[src/rtl/regfile_wb_arbiter.sv]
// regfile_wb_arbiter: owns the single write port of the 8x8 register file.
//   - Round-robin arbitration between writeback requesters A (ALU) and B (load)
//     using valid/ready handshakes; the winner's write appears one cycle later.
//   - Clear sequencer: a clr_req_in pulse zeroes registers 0..NREGS-1, one per
//     cycle, with clr_busy_out high for exactly the cycles showing clear writes.
//   - Requester writes are held off while pc_latch_in is high.
// Ports:
//   clka, reset_in            clock, async active-low reset
//   pc_latch_in, clr_req_in   write block, clear request pulse
//   clr_busy_out              clear sequencer active
//   a_*/b_*                   requester valid/rd/data in, ready out (comb.)
//   we_reg_out/rd_out/data_out  registered register file write port
module regfile_wb_arbiter #(
  parameter int DATA_W = 8,
  parameter int ADDR_W = 3,
  parameter int NREGS  = 8
) (
  input  logic              clka,
  input  logic              reset_in,
  input  logic              pc_latch_in,
  input  logic              clr_req_in,
  output logic              clr_busy_out,
  input  logic              a_valid_in,
  input  logic [ADDR_W-1:0] a_rd_in,
  input  logic [DATA_W-1:0] a_data_in,
  output logic              a_ready_out,
  input  logic              b_valid_in,
  input  logic [ADDR_W-1:0] b_rd_in,
  input  logic [DATA_W-1:0] b_data_in,
  output logic              b_ready_out,
  output logic              we_reg_out,
  output logic [ADDR_W-1:0] rd_out,
  output logic [DATA_W-1:0] data_out
);

  typedef enum logic {IDLE = 1'b0, CLEAR = 1'b1} state_t;

  localparam logic [ADDR_W-1:0] LAST_REG = ADDR_W'(NREGS - 1);

  state_t            state;
  logic [ADDR_W-1:0] cnt;     // register currently shown on rd_out during a clear
  logic              last_b;  // 1: B won the last grant (so A wins the next tie)
  logic              blk;
  logic              a_xfer, b_xfer;

  // Ready depends only on valids, state and the block inputs; never on the
  // other requester's ready.
  assign blk         = (state == CLEAR) | clr_req_in | pc_latch_in;
  assign a_ready_out = ~blk & a_valid_in & (~b_valid_in | last_b);
  assign b_ready_out = ~blk & b_valid_in & (~a_valid_in | ~last_b);
  assign a_xfer      = a_ready_out;   // ready already implies valid
  assign b_xfer      = b_ready_out;

  assign clr_busy_out = (state == CLEAR);

  // The first clear write is issued on the IDLE->CLEAR edge so that every
  // cycle with clr_busy_out high carries one clear write (rd 0..NREGS-1).
  always_ff @(posedge clka or negedge reset_in) begin
    if (!reset_in) begin
      state      <= IDLE;
      cnt        <= '0;
      last_b     <= 1'b1;
      we_reg_out <= 1'b0;
      rd_out     <= '0;
      data_out   <= '0;
    end else begin
      case (state)
        IDLE: begin
          if (clr_req_in) begin
            state      <= CLEAR;
            cnt        <= '0;
            we_reg_out <= 1'b1;
            rd_out     <= '0;
            data_out   <= '0;
          end else if (a_xfer) begin
            we_reg_out <= 1'b1;
            rd_out     <= a_rd_in;
            data_out   <= a_data_in;
            last_b     <= 1'b0;
          end else if (b_xfer) begin
            we_reg_out <= 1'b1;
            rd_out     <= b_rd_in;
            data_out   <= b_data_in;
            last_b     <= 1'b1;
          end else begin
            we_reg_out <= 1'b0;
          end
        end
        CLEAR: begin
          // clr_req_in is ignored here: a clear never restarts.
          if (cnt == LAST_REG) begin
            state      <= IDLE;
            we_reg_out <= 1'b0;
          end else begin
            cnt        <= cnt + 1'b1;
            we_reg_out <= 1'b1;
            rd_out     <= cnt + 1'b1;
            data_out   <= '0;
          end
        end
        default: state <= IDLE;
      endcase
    end
  end

endmodule

[config.mk]
export PLATFORM = sky130hd
export DESIGN_NAME = regfile_wb_arbiter
export DESIGN_NICKNAME = d
export VERILOG_FILES = /design/src/rtl/regfile_wb_arbiter.sv
export SDC_FILE = /design/constraint.sdc
export NUM_CORES = 1
export LEC_CHECK = 0
export ABC_AREA = 1
export ABC_CLOCK_PERIOD_IN_PS = 1900
export CORE_UTILIZATION = 40
export DETAILED_ROUTE_END_ITERATION = 8
export MAX_ROUTING_LAYER = met4
export PLACE_DENSITY_LB_ADDON = 0.08
export SLEW_MARGIN = 5
export SYNTH_ARGS = -nofsm -noshare
export SYNTH_HDL_FRONTEND = slang
export SYNTH_SLANG_ARGS = --single-unit
[constraint.sdc]
create_clock -name clka -period 1.9 [get_ports clka]
set_input_delay 0.38 -clock clka [delete_from_list [all_inputs] [get_ports clka]]
set_output_delay 0.38 -clock clka [all_outputs]
set_load 0.01 [all_outputs]
==> tab_implementation.tex, run 1 <==
% Table of physical implementation metrics
\begin{tabular}{lr}
\hline
Metric & Value \\
\hline
\multicolumn{2}{l}{\textbf{Pwr}} \\
Int Power & 1020 uW \\
Total power after layout & 1670 uW \\
Part of the total power dissipated in the clock network & 0.116 \\
Pwr/cell area & 1120 nW/um2 \\
Clock Power & 193 uW \\
\multicolumn{2}{l}{\textbf{Drt}} \\
Drt drc & 0 \\
Wire length per cell after detailed routing & 11.4 um \\
Via-per-instance ratio & 4.53 \\
\multicolumn{2}{l}{\textbf{Finish}} \\
CLK BUF & 4 \\
Diode insertion count for antenna repair & 0 \\
Share of the core filled with cells in the final layout & 0.666 \\
Logic inverters & 11 \\
\multicolumn{2}{l}{\textbf{Global route}} \\
Global route total overflow & 0 \\
Number of antenna violations at the first check in global routing & 0 \\
\multicolumn{2}{l}{\textbf{Yosys}} \\
Dominant kind of combinational cell & simple AND/OR/NAND/NOR gates \\
Cells in synth\_stat.txt & 128 \\
\multicolumn{2}{l}{\textbf{Floorplan}} \\
X dimension of the die & 50.7 um \\
Tap cell count & 28 \\
\multicolumn{2}{l}{\textbf{CTS}} \\
Htree depth & 1 \\
\multicolumn{2}{l}{\textbf{Place}} \\
Post-Place Setup Slack & -0.229 ns \\
\multicolumn{2}{l}{\textbf{Setup path}} \\
Worst Reg-to-Reg Cells & 8 \\
Category of the most critical setup path & in -> out \\
WP depth & 6 \\
Endpoint of the lowest-slack register-to-register path & rd\_out[2] \\
Arrival time at the worst endpoint & 1.44 ns \\
\multicolumn{2}{l}{\textbf{STA}} \\
Pins over their slew limit & 0 \\
F\_max & 549 MHz \\
Number of endpoints failing setup at the final stage & 0 \\
\multicolumn{2}{l}{\textbf{Flow run}} \\
OpenROAD warnings & 26 \\
\multicolumn{2}{l}{\textbf{Status}} \\
Result of the run & finished clean \\
\hline
\end{tabular}
[run 1: timing repair]
action | CTS | global route
cloned | 0 | 0
gates resized | 3 | 2
pin swaps | 1 | 1
endpoints found under the setup margin | 2 | 1
setup buffers | 2 | 1
[run 1: per-layer routing]
layer  track usage  vias to the layer above  part of all wire
met5             -                        -                 0
met4        0.0972                        0             0.015
met3        0.0636                        5             0.063
met2         0.369                       23              0.48
met1         0.266                      424              0.44
li1              -                      504                 -
[run 1: registers in the layout (all words and copies together) (netlist names)]
name / cells
we_reg_out: 1
rd_out: 3
last_b: 1
cnt: 3
data_out: 8
clr_busy_out: 1
Run 1, sequential cells colored by netlist name:
Other sequential cells in the stronger gray, the rest of the logic in the fainter gray.
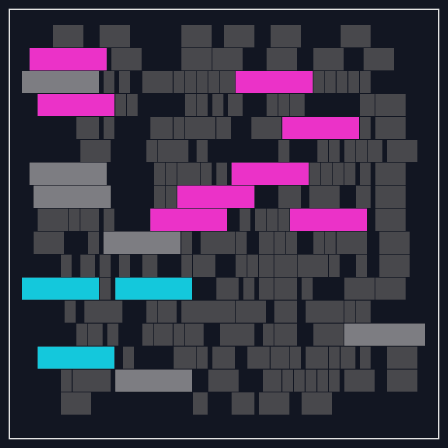
netlist name	color	placed flops
`cnt`	cyan	3
`data_out`	magenta	8

Run 1, clock wires, drivers and flops:
The bar under the picture is 20 um long.
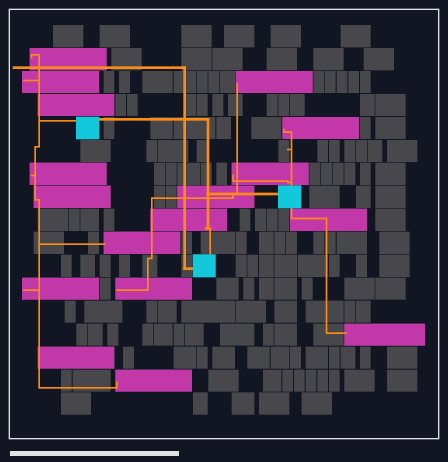
[flip-flops] magenta | count: 17
[clock wires] orange | length: 235 um
[clock drivers] cyan | count: 3
routed clock nets	4
flops lie	all over the die

Run 1, wire density map:
10 x 10 tiles, from dark blue (low) to red (high), scaled to the fullest tile. Values are wire area over tile area, all layers added.
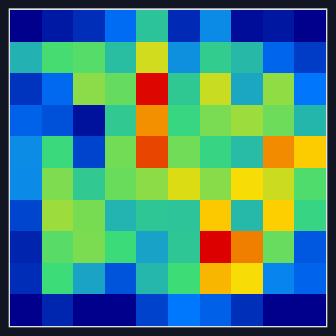
nearly empty tiles	7.0%
fullest tile	0.37
mean over tiles	0.15
vias after detailed routing: 956
all-layer global routing usage: 0.228

## Run 2: what changed since run 1
--- a/config.mk
+++ b/config.mk
@@ -7,6 +7,7 @@
 export LEC_CHECK = 0
 export ABC_AREA = 1
 export ABC_CLOCK_PERIOD_IN_PS = 1900
+export CORE_ASPECT_RATIO = 1.75
 export CORE_UTILIZATION = 40
 export DETAILED_ROUTE_END_ITERATION = 8
 export MAX_ROUTING_LAYER = met4
Run 2, sequential cells colored by netlist name:
Other sequential cells in the stronger gray, the rest of the logic in the fainter gray.
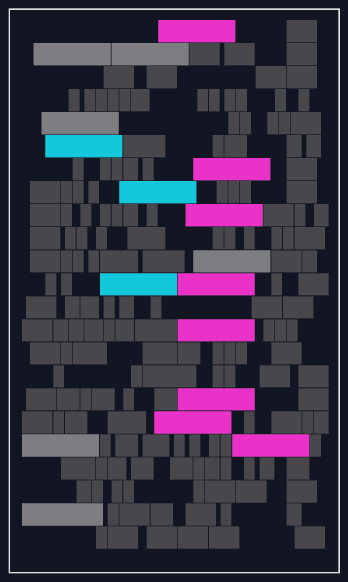
netlist name	color	placed flops
`data_out`	magenta	8
`cnt`	cyan	3
not colored	6

Run 2, clock wires, drivers and flops:
The bar under the picture is 10 um long.
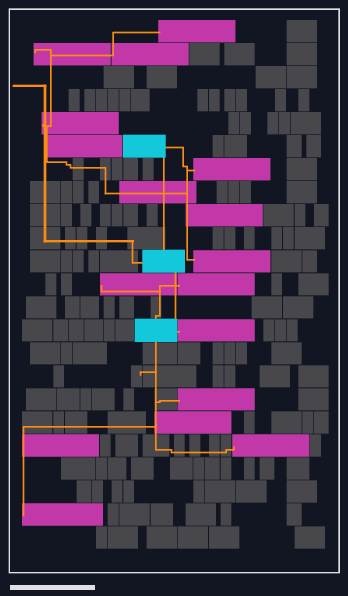
[clock wires] orange | length: 214 um
[flip-flops] magenta | count: 17
[clock drivers] cyan | count: 3
routed clock nets	4
source-to-sink clock delay at the later pin of the worst-skew pair: 0.25 ns
Clock Power: 261 uW

==> run 2 against run 1 <==
Net effect:
- critical path depth decreased by 1
- sequential share of layout area down 0.31 points
- via count increased by 2.3%
- largest cell class unchanged
- combinational power fell by 2%
- critical path type unchanged
- critical endpoint unchanged
- flip-flop count stayed put
- wire length is 2.6% lower
- final area increased by 1.1%
- die area rose by 0.30%
- maximum frequency hardly changed
- hold slack improved by 0.075 ns
- core utilization is 0.46 points lower
- setup slack gained 0.0010 ns
==> tab_implementation.tex, run 2 <==
% Table of physical implementation metrics
\begin{tabular}{lr}
\hline
Metric & Value \\
\hline
\multicolumn{2}{l}{\textbf{Floorplan}} \\
X dimension of the die & 38.8 um (-23\%) \\
\multicolumn{2}{l}{\textbf{Place}} \\
Post-Place Setup Slack & -0.267 ns (-0.0383 ns) \\
\multicolumn{2}{l}{\textbf{Flow run}} \\
OpenROAD warnings & 26 (unchanged) \\
\multicolumn{2}{l}{\textbf{Setup path}} \\
Arrival time at the worst endpoint & 1.44 ns (about the same) \\
Worst Reg-to-Reg Cells & 8 (unchanged) \\
WP depth & 5 (-1) \\
Endpoint of the lowest-slack register-to-register path & rd\_out[0] \\
\multicolumn{2}{l}{\textbf{CTS}} \\
Post-CTS repair timing setup buffer count & 0 (-2) \\
Number of gates given a new drive strength after cts & 3 (unchanged) \\
\multicolumn{2}{l}{\textbf{Drt}} \\
Drt drc & 0 (unchanged) \\
Routed length on met1 & 908 um (-14\%) \\
Met2 Wirelength & 1320 um (+13\%) \\
Met3 Wirelength & 106 um (-30\%) \\
Wire length per cell after detailed routing & 11.3 um (-0.73\%) \\
DR top layer & met4 \\
Via-per-instance ratio & 4.72 (+4.3\%) \\
Vias after detailed routing & 978 (+2.3\%) \\
\multicolumn{2}{l}{\textbf{Global route}} \\
Global Route met2 Usage & 0.438 (+0.0686) \\
Grt met1 use & 0.214 (-0.0514) \\
Global route total overflow & 0 (unchanged) \\
Most congested layer reported by global routing & met2 \\
Met3 demand-to-capacity share in global routing & 0.0303 (-0.0333) \\
Number of antenna violations at the first check in global routing & 0 (unchanged) \\
All-layer global routing usage & 0.229 (+0.000599) \\
\multicolumn{2}{l}{\textbf{Finish}} \\
Reg with most FFs & data\_out \\
Diode insertion count for antenna repair & 0 (unchanged) \\
Registers with the most flip-flops & data\_out x8, cnt x3, rd\_out x3 \\
Flip-flop count of the largest register after layout & 8 (unchanged) \\
\multicolumn{2}{l}{\textbf{STA}} \\
F\_max & 549 MHz (about the same) \\
Number of endpoints failing setup at the final stage & 0 (unchanged) \\
Pins over their slew limit & 0 (unchanged) \\
\multicolumn{2}{l}{\textbf{Pwr}} \\
Total power after layout & 1730 uW (+3.5\%) \\
Part of the total power dissipated in the clock network & 0.151 (+0.035) \\
Int Power & 1090 uW (+6.2\%) \\
\multicolumn{2}{l}{\textbf{Yosys}} \\
Dominant kind of combinational cell & simple AND/OR/NAND/NOR gates \\
Cells in synth\_stat.txt & 128 (unchanged) \\
\multicolumn{2}{l}{\textbf{Status}} \\
Result of the run & finished clean \\
\hline
\end{tabular}
Run 2, placed cells, one color a class:
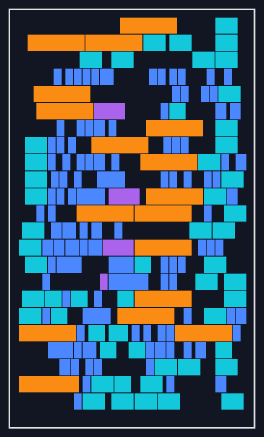
class	color	cells
other buffers and delay cells	cyan	53
combinational and other logic	blue	108
clock drivers and dummy loads	purple	4
flops	orange	17
number of standard-cell rows in the floorplan: 23
register share of the cell area: 0.284
share of the core filled with cells in the final layout: 0.662
standard cell core area: 2270 um2
Finished Cell Area: 1500 um2

[run 2: final cells by class]
class	instances	area (um2)
fillers	212	769
repair buffers	53	502
multi-input cells	97	458
flip-flops and latches	17	427
clock buffers	4	45.0
inverters	11	41.3
well taps	25	31.3
[run 2: worst register-to-register path, delay by kind of cell (launching register included)]
family	cells	cell delay (ns)
flip-flops	1	0.40
adder cells (fa/ha/maj)	2	0.42
AND/OR/NAND/NOR	6	0.62
[run 2: how the worst min path moves through the flow]
stage	start	end	slack, ns	depth (start not counted)
floorplan	reset_in	clr_busy_out	0.08	0
global placement	data_out[3]	data_out[3]	0.46	2
detailed placement	last_b	last_b	0.47	2
finish	reset_in	data_out[3]	0.46	2
global route	reset_in	data_out[3]	0.48	2
CTS	reset_in	data_out[3]	0.46	2
## Run 3: what changed since run 2
--- a/config.mk
+++ b/config.mk
@@ -12,7 +12,6 @@
 export DETAILED_ROUTE_END_ITERATION = 8
 export MAX_ROUTING_LAYER = met4
 export PLACE_DENSITY_LB_ADDON = 0.08
-export SLEW_MARGIN = 5
 export SYNTH_ARGS = -nofsm -noshare
 export SYNTH_HDL_FRONTEND = slang
 export SYNTH_SLANG_ARGS = --single-unit
Run 3, sequential cells colored by netlist name:
Other sequential cells in the stronger gray, the rest of the logic in the fainter gray.
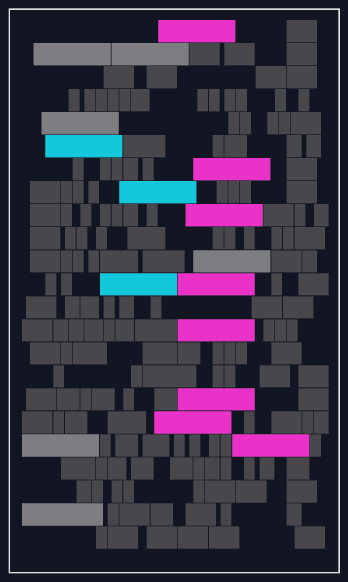
netlist name	color	placed flops
`data_out`	magenta	8
`cnt`	cyan	3
area taken by flip-flops and latches: 427 um2
power of the sequential group: 588 uW

Run 3, wire density map:
8 x 13 tiles, from dark blue (low) to red (high), scaled to the fullest tile. Values are wire area over tile area, all layers added.
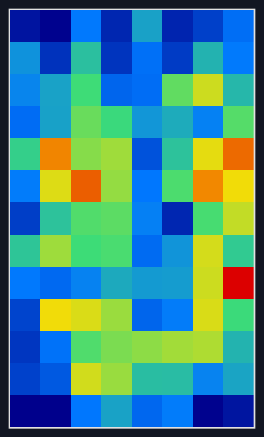
densest ninth of the die	right middle
mean over tiles	0.14
tiles over half the peak	36%
wire length per cell after detailed routing: 11.3 um
vias after detailed routing: 978
all-layer global routing usage: 0.229

==> run 3 against run 2 <==
Net effect:
- final area stayed put
- area after synthesis unchanged
- clock skew did not move
- non-clock buffer count unchanged
- highest routed layer unchanged
- clock-buffer cell count unchanged
- core utilization did not move
- critical path type unchanged
- largest power group unchanged
- synthesized cell count did not move
- wire length is the same
- via count stayed put
- critical path depth did not move
- register-to-register slack about the same
- first-iteration DRC count unchanged
==> tab_implementation.tex, run 3 <==
% Table of physical implementation metrics
\begin{tabular}{lr}
\hline
Metric & Value \\
\hline
\multicolumn{2}{l}{\textbf{Status}} \\
Result of the run & finished clean \\
\multicolumn{2}{l}{\textbf{Floorplan}} \\
Tap cell count & 25 (unchanged) \\
Number of standard-cell rows in the floorplan & 23 (unchanged) \\
Standard cell core area & 2270 um2 (unchanged) \\
\multicolumn{2}{l}{\textbf{CTS}} \\
Source-to-sink clock delay at the later pin of the worst-skew pair & 0.25 ns (about the same) \\
\multicolumn{2}{l}{\textbf{Yosys}} \\
Cells in synth\_stat.txt & 128 (unchanged) \\
Dominant kind of combinational cell & simple AND/OR/NAND/NOR gates \\
\multicolumn{2}{l}{\textbf{Finish}} \\
Final clock-cell share & 0.0300 (unchanged) \\
Layout buffering overhead excluding clock cells & 0.334 (unchanged) \\
Non-CTS buffers & 53 (unchanged) \\
Finished Cell Area & 1500 um2 (unchanged) \\
Logic gate fraction of the total cell area & 0.304 (unchanged) \\
Registers with the most flip-flops & data\_out x8, cnt x3, rd\_out x3 \\
Flip-flop count of the largest register after layout & 8 (unchanged) \\
Logic inverters & 11 (unchanged) \\
Leading cell category by total area & buffers \\
Share of the core filled with cells in the final layout & 0.662 (unchanged) \\
\multicolumn{2}{l}{\textbf{STA}} \\
Pins over their slew limit & 0 (unchanged) \\
F\_max & 549 MHz (unchanged) \\
\multicolumn{2}{l}{\textbf{Drt}} \\
Drt drc & 0 (unchanged) \\
\multicolumn{2}{l}{\textbf{Global route}} \\
Number of antenna violations at the first check in global routing & 0 (unchanged) \\
\hline
\end{tabular}
Run 3, placed cells, one color a class:
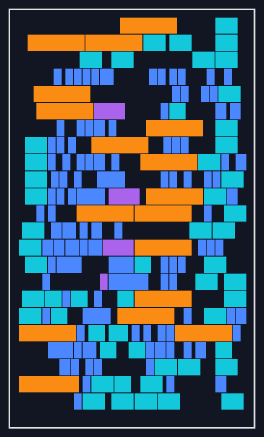
class	color	cells
flops	orange	17
clock drivers and dummy loads	purple	4
other buffers and delay cells	cyan	53
combinational and other logic	blue	108

-- run 3: cell counts after synthesis --
No cell type changed its count.
-- run 3: worst paths after layout --
kind                             from          end  slack [ns]  cells past startpoint
setup / recovery           clr_req_in  b_ready_out        0.08                      5
hold / removal               reset_in  data_out[3]        0.46                      2
setup reg to reg               cnt[0]    rd_out[0]        0.35                      8
hold reg to reg                last_b       last_b        0.47                      2
max in group asynchronous    reset_in       last_b        1.19                      2
min in group clka              last_b       last_b        0.47                      2
-- run 3: metal layers --
layer	GRT usage	share of wire	wire length [um]	vias up
li1	-	-	-	503
met1	0.214	0.39	908	444
met2	0.438	0.56	1320	29
met3	0.0303	0.045	106	2
met4	0.0819	0.0077	18	0
met5	-	0	0	-
Power figures rest on the tool's default switching activity, not on a simulated workload.
